### Pin placement

Pins as bars across the die edge, other pins in grey.
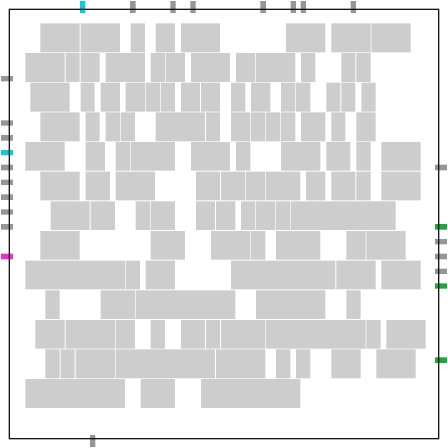
### Congestion heat map

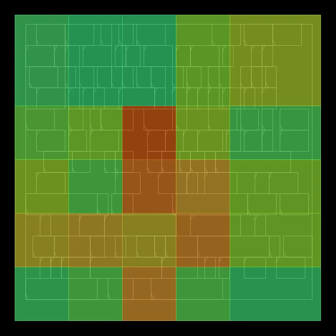
### Clock network drawn from the DEF

The bar under the picture is 10 um long.
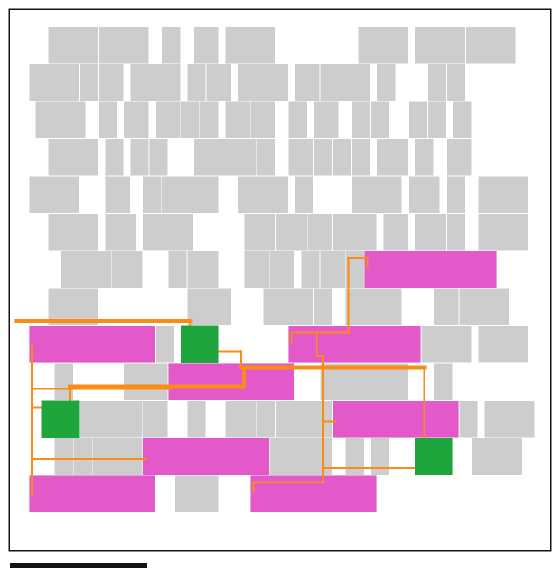
### Sequential cells coloured by netlist name

Other cells in grey.
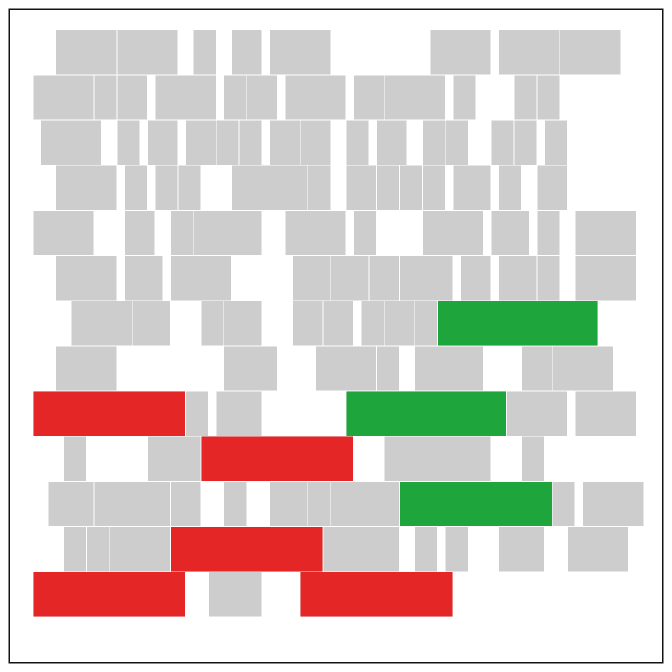
### Metal layers overlaid

The bar under the picture is 10 um long.
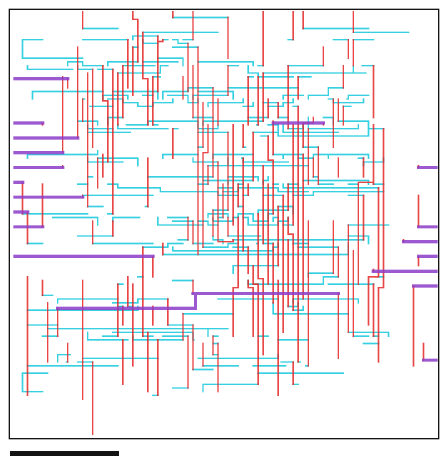
File: src/rtl/mips_seq_pkg.sv
// Shared encodings for the multi-cycle MIPS control sequencer: FSM states,
// decoded instruction classes and PC source selects.
package mips_seq_pkg;

   typedef enum logic [2:0] {
      S_IDLE   = 3'd0,
      S_FETCH  = 3'd1,
      S_DECODE = 3'd2,
      S_EXEC   = 3'd3,
      S_MEM    = 3'd4,
      S_WB     = 3'd5,
      S_UNUSED = 3'd6,
      S_FAULT  = 3'd7
   } state_e;

   typedef enum logic [2:0] {
      OP_ALU_R  = 3'd0,
      OP_ALU_I  = 3'd1,
      OP_LOAD   = 3'd2,
      OP_STORE  = 3'd3,
      OP_BRANCH = 3'd4,
      OP_JUMP   = 3'd5,
      OP_CALL   = 3'd6,
      OP_RET    = 3'd7
   } op_class_e;

   typedef enum logic [1:0] {
      PC_INC = 2'd0,
      PC_BR  = 2'd1,
      PC_JMP = 2'd2,
      PC_STK = 2'd3
   } pc_src_e;

endpackage

File: src/rtl/mips_mem_wait_timer.sv
// Counts consecutive memory wait cycles; timeout flags the last permitted
// wait cycle so the sequencer can abandon the access on that edge.
module mips_mem_wait_timer #(
   parameter int TIMEOUT_CYCLES = 16,
   parameter int CNT_W          = 5
) (
   input  logic clk,
   input  logic rst_n,
   input  logic clear,
   input  logic enable,
   output logic timeout
);

   localparam logic [CNT_W-1:0] LAST_WAIT = CNT_W'(TIMEOUT_CYCLES - 1);

   logic [CNT_W-1:0] cnt;

   // NOTE: sequential state is written with non-blocking assignments so every
   // register samples its inputs from the same edge, regardless of block order.
   always_ff @(posedge clk or negedge rst_n) begin
      if (!rst_n) begin
         cnt <= '0;
      end else if (clear) begin
         cnt <= '0;
      end else if (enable) begin
         cnt <= cnt + CNT_W'(1);
      end
   end

   assign timeout = (cnt == LAST_WAIT);

endmodule

File: src/rtl/mips_multicycle_sequencer.sv
// Multi-cycle MIPS control FSM sharing one memory port between fetch and data
// access; drives datapath strobes and traps on memory timeout or stack overflow.
module mips_multicycle_sequencer
   import mips_seq_pkg::*;
#(
   parameter int TIMEOUT_CYCLES = 16,
   parameter int CNT_W          = 5
) (
   input  logic       clk,
   input  logic       rst,
   input  logic       run,
   input  logic [2:0] op_class,
   input  logic       branch_taken,
   input  logic       stack_overflow,
   input  logic       mem_ready,
   output logic       mem_req,
   output logic       mem_we,
   output logic       fetch_sel,
   output logic       ir_write,
   output logic       pc_write,
   output logic [1:0] pc_src,
   output logic       reg_write,
   output logic       mem_or_alu,
   output logic       update_z_c,
   output logic       stack_push,
   output logic       stack_pop,
   output logic       busy,
   output logic       fault,
   output logic [2:0] state
);

   state_e    state_q;
   state_e    next_instr;
   op_class_e op;
   pc_src_e   pc_sel;
   logic      waiting;
   logic      timed_out;

   assign op         = op_class_e'(op_class);
   assign next_instr = run ? S_FETCH : S_IDLE;

   // The counter only advances while a memory access is stalled; any other
   // cycle (including completion) leaves it at zero for the next access.
   assign waiting = ((state_q == S_FETCH) || (state_q == S_MEM)) && !mem_ready;

   mips_mem_wait_timer #(
      .TIMEOUT_CYCLES (TIMEOUT_CYCLES),
      .CNT_W          (CNT_W)
   ) u_wait_timer (
      .clk     (clk),
      .rst_n   (rst),
      .clear   (!waiting),
      .enable  (waiting),
      .timeout (timed_out)
   );

   always_ff @(posedge clk or negedge rst) begin
      if (!rst) begin
         state_q <= S_IDLE;
      end else begin
         case (state_q)
            S_IDLE:   if (run) state_q <= S_FETCH;
            S_FETCH: begin
               if (mem_ready)      state_q <= S_DECODE;
               else if (timed_out) state_q <= S_FAULT;
            end
            S_DECODE: state_q <= S_EXEC;
            S_EXEC: begin
               case (op)
                  OP_ALU_R, OP_ALU_I: state_q <= S_WB;
                  OP_LOAD, OP_STORE:  state_q <= S_MEM;
                  OP_CALL:            state_q <= stack_overflow ? S_FAULT : next_instr;
                  default:            state_q <= next_instr;
               endcase
            end
            S_MEM: begin
               if (mem_ready)      state_q <= (op == OP_LOAD) ? S_WB : next_instr;
               else if (timed_out) state_q <= S_FAULT;
            end
            S_WB:     state_q <= next_instr;
            S_FAULT:  state_q <= S_FAULT;
            default:  state_q <= S_IDLE;
         endcase
      end
   end

   // NOTE: every output gets a default before the case so no path through the
   // block leaves a signal unassigned, which would otherwise infer a latch.
   always_comb begin
      mem_req    = 1'b0;
      mem_we     = 1'b0;
      fetch_sel  = 1'b0;
      ir_write   = 1'b0;
      pc_write   = 1'b0;
      pc_sel     = PC_INC;
      reg_write  = 1'b0;
      mem_or_alu = 1'b0;
      update_z_c = 1'b0;
      stack_push = 1'b0;
      stack_pop  = 1'b0;
      case (state_q)
         S_FETCH: begin
            mem_req   = 1'b1;
            fetch_sel = 1'b1;
            if (mem_ready) begin
               ir_write = 1'b1;
               pc_write = 1'b1;
            end
         end
         S_EXEC: begin
            case (op)
               OP_ALU_R, OP_ALU_I: update_z_c = 1'b1;
               OP_BRANCH: begin
                  pc_write = branch_taken;
                  pc_sel   = PC_BR;
               end
               OP_JUMP: begin
                  pc_write = 1'b1;
                  pc_sel   = PC_JMP;
               end
               OP_CALL: begin
                  // An overflowing call must not disturb the stack or the PC.
                  if (!stack_overflow) begin
                     stack_push = 1'b1;
                     pc_write   = 1'b1;
                     pc_sel     = PC_JMP;
                  end
               end
               OP_RET: begin
                  stack_pop = 1'b1;
                  pc_write  = 1'b1;
                  pc_sel    = PC_STK;
               end
               default: ;
            endcase
         end
         S_MEM: begin
            mem_req = 1'b1;
            mem_we  = (op == OP_STORE);
         end
         S_WB: begin
            reg_write  = 1'b1;
            mem_or_alu = (op == OP_LOAD);
         end
         default: ;
      endcase
   end

   assign pc_src = pc_sel;
   assign busy   = (state_q != S_IDLE) && (state_q != S_FAULT);
   assign fault  = (state_q == S_FAULT);
   assign state  = state_q;

endmodule

File: config.mk
export PLATFORM = sky130hd
export DESIGN_NAME = mips_multicycle_sequencer
export DESIGN_NICKNAME = d
export VERILOG_FILES = /design/src/rtl/mips_seq_pkg.sv /design/src/rtl/mips_mem_wait_timer.sv /design/src/rtl/mips_multicycle_sequencer.sv
export SDC_FILE = /design/constraint.sdc
export NUM_CORES = 1
export LEC_CHECK = 0
export ABC_AREA = 1
export CORE_UTILIZATION = 48
export CTS_BUF_LIST = sky130_fd_sc_hd__clkbuf_4
export DETAILED_ROUTE_END_ITERATION = 10
export GPL_ROUTABILITY_DRIVEN = 0
export PLACE_DENSITY_LB_ADDON = 0.05
export SETUP_SLACK_MARGIN = 0.05
export SLEW_MARGIN = 20
export SYNTH_ARGS = -nofsm -noshare
export SYNTH_HDL_FRONTEND = slang
export SYNTH_SLANG_ARGS = --single-unit
export TNS_END_PERCENT = 20
File: constraint.sdc
create_clock -name clk -period 2.27 [get_ports clk]
set_input_delay 0.227 -clock clk [delete_from_list [all_inputs] [get_ports clk]]
set_output_delay 0.227 -clock clk [all_outputs]
set_load 0.005 [all_outputs]
==> CHANGELOG.md <==
### Metrics

- Status: finished clean
- Layout cells sized above 1: 16.8%
- Area share of the largest cell type after synthesis: between 30% and 40%
- CTS tree: yes
- Post-DP HPWL: about 1200 um
- Peak supply drop: about 0.00054 V
- Slew HR: approximately three quarters
- Synth top cell by count: nor2_1
- Total power draw: around 0.0009 W
- Cycle use final: 91.2%
- Power Density: 937 nW/um2
- Yosys Instances: slightly above 90
- Final std cells w/o fill: around 130
- Largest net degree at the start of global routing: 10
- Clk slew on worst S/H paths: about 0.06 ns
- Placement Setup Slack: slightly above 0.3 ns
- Ant diodes: 0
- Top cells by count: 17 x nor2_1, 13 x inv_1, 11 x nand3_1, 9 x nand2_1, 8 x dfrtp_1
- CP Class: flip-flop to primary output
- CP max FO: 8
- Leakage Power: roughly 0.45 nW
- Setup TNS: 0 ns
- Clock Path Buffers: 2
- Worst Setup EP: pc_write
- Clk_skew: 0.00592 ns
- Clock root cell: clkbuf_4
- I/O Pins: 26
- Htree depth: 1
- Max-cap violations: 0
- Remaining global-route overflow: 0
- Grt met2 use: between 30% and 40%
- # setup viols final: 0
- R2R cell count: 9
- Warnings from Yosys: 0
Back to the opening pictures, 'Pin placement':
colour	port	pins	direction	edge
magenta	`clk`	1	input	left
green	`state`	3	output	right
cyan	`pc_src`	2	output	1 top, 1 left
all pins by edge	10 left, 8 top, 7 right, 1 bottom
die width: 39.3 um
port buffer count: 25
Die Ht: 39.3 um

Back to the opening pictures, 'Congestion heat map':
final core utilization: 73.3%
GRT busiest layer: met2

Back to the opening pictures, 'Clock network drawn from the DEF':
[green] cells driving clock nets | count: 3
[orange] clock wires | length: 125 um
[magenta] flip-flops | count: 8
routed clock nets	4

Back to the opening pictures, 'Sequential cells coloured by netlist name':
colour	name in the netlist	placed flops
green	`state`	3
red	`u_wait_timer.cnt`	5
P_seq: 0.000254 W
sequential cell area share: 21.3%
FF/Latch Area: 203 um2

Back to the opening pictures, 'Metal layers overlaid':
colour	layer	wire length
cyan	met1	713 um
red	met2	720 um
purple	met3	93.8 um
wire per inst: 11.4 um
gr usage total: 22.6%
via count: 696
drt total wl: 1530 um

[flip-flops by register name (all words and copies together), names as in the netlist]
register / count
state: 3
u_wait_timer.cnt: 5
[critical path, stage by stage (launching register included)]
cell and delay, ns:
dfrtp_1 0.48, inv_2 0.17, nand3_4 0.11, nor2_1 0.18, a31oi_1 0.06, o21ai_1 0.08
clkdlybuf4s50_1 0.51
[cell usage in the layout, fill, tap and decap left out, drive strengths merged]
| master | count |
|---|---|
| xnor2 | 1 |
| nand4 | 2 |
| xor2 | 1 |
| clkinv | 1 |
| dfrtp | 8 |
| a21oi | 1 |
| clkdlybuf4s50 | 25 |
| a31oi | 3 |
| o21ai | 3 |
| nor3 | 4 |
| nand2 | 13 |
| nor4 | 1 |
| clkbuf | 3 |
| ha | 2 |
| and3 | 1 |
| inv | 16 |
| o221ai | 1 |
| nand3 | 15 |
| nor2 | 18 |
[power breakdown]
group          total, W  leakage, nW  switching [W]  internal, W
combinational  0.000528        0.329       0.000265     0.000262
clock          0.000112       0.0138      0.0000514    0.0000607
sequential     0.000254        0.104      0.0000739     0.000180
[worst min path at each step]
stage	start	endpoint	depth (start not counted)
2_1_floorplan	rst	state[0]	0
3_3_place_gp	u_wait_timer.cnt[0]	u_wait_timer.cnt[0]	1
3_5_place_dp	u_wait_timer.cnt[0]	u_wait_timer.cnt[0]	1
4_1_cts	rst	u_wait_timer.cnt[4]	1
5_1_grt	rst	state[1]	1
6_report	rst	u_wait_timer.cnt[4]	1
[final cells by class]
class,instances,area (um2),share of cell area [%]
timing repair buffer,25,250,26.2
sequential,8,203,21.3
multi-input combinational,66,392,41.1
clock buffer,3,22.5,2.36
tap,15,18.8,1.97
inverter,17,67.6,7.09
[timing repair]
action	CTS	global route
endpoints found under the setup margin	0	4
hold buffers	0	0
resized	0	4
hold endpoints to repair	0	0
Power and IR drop assume default switching activity.
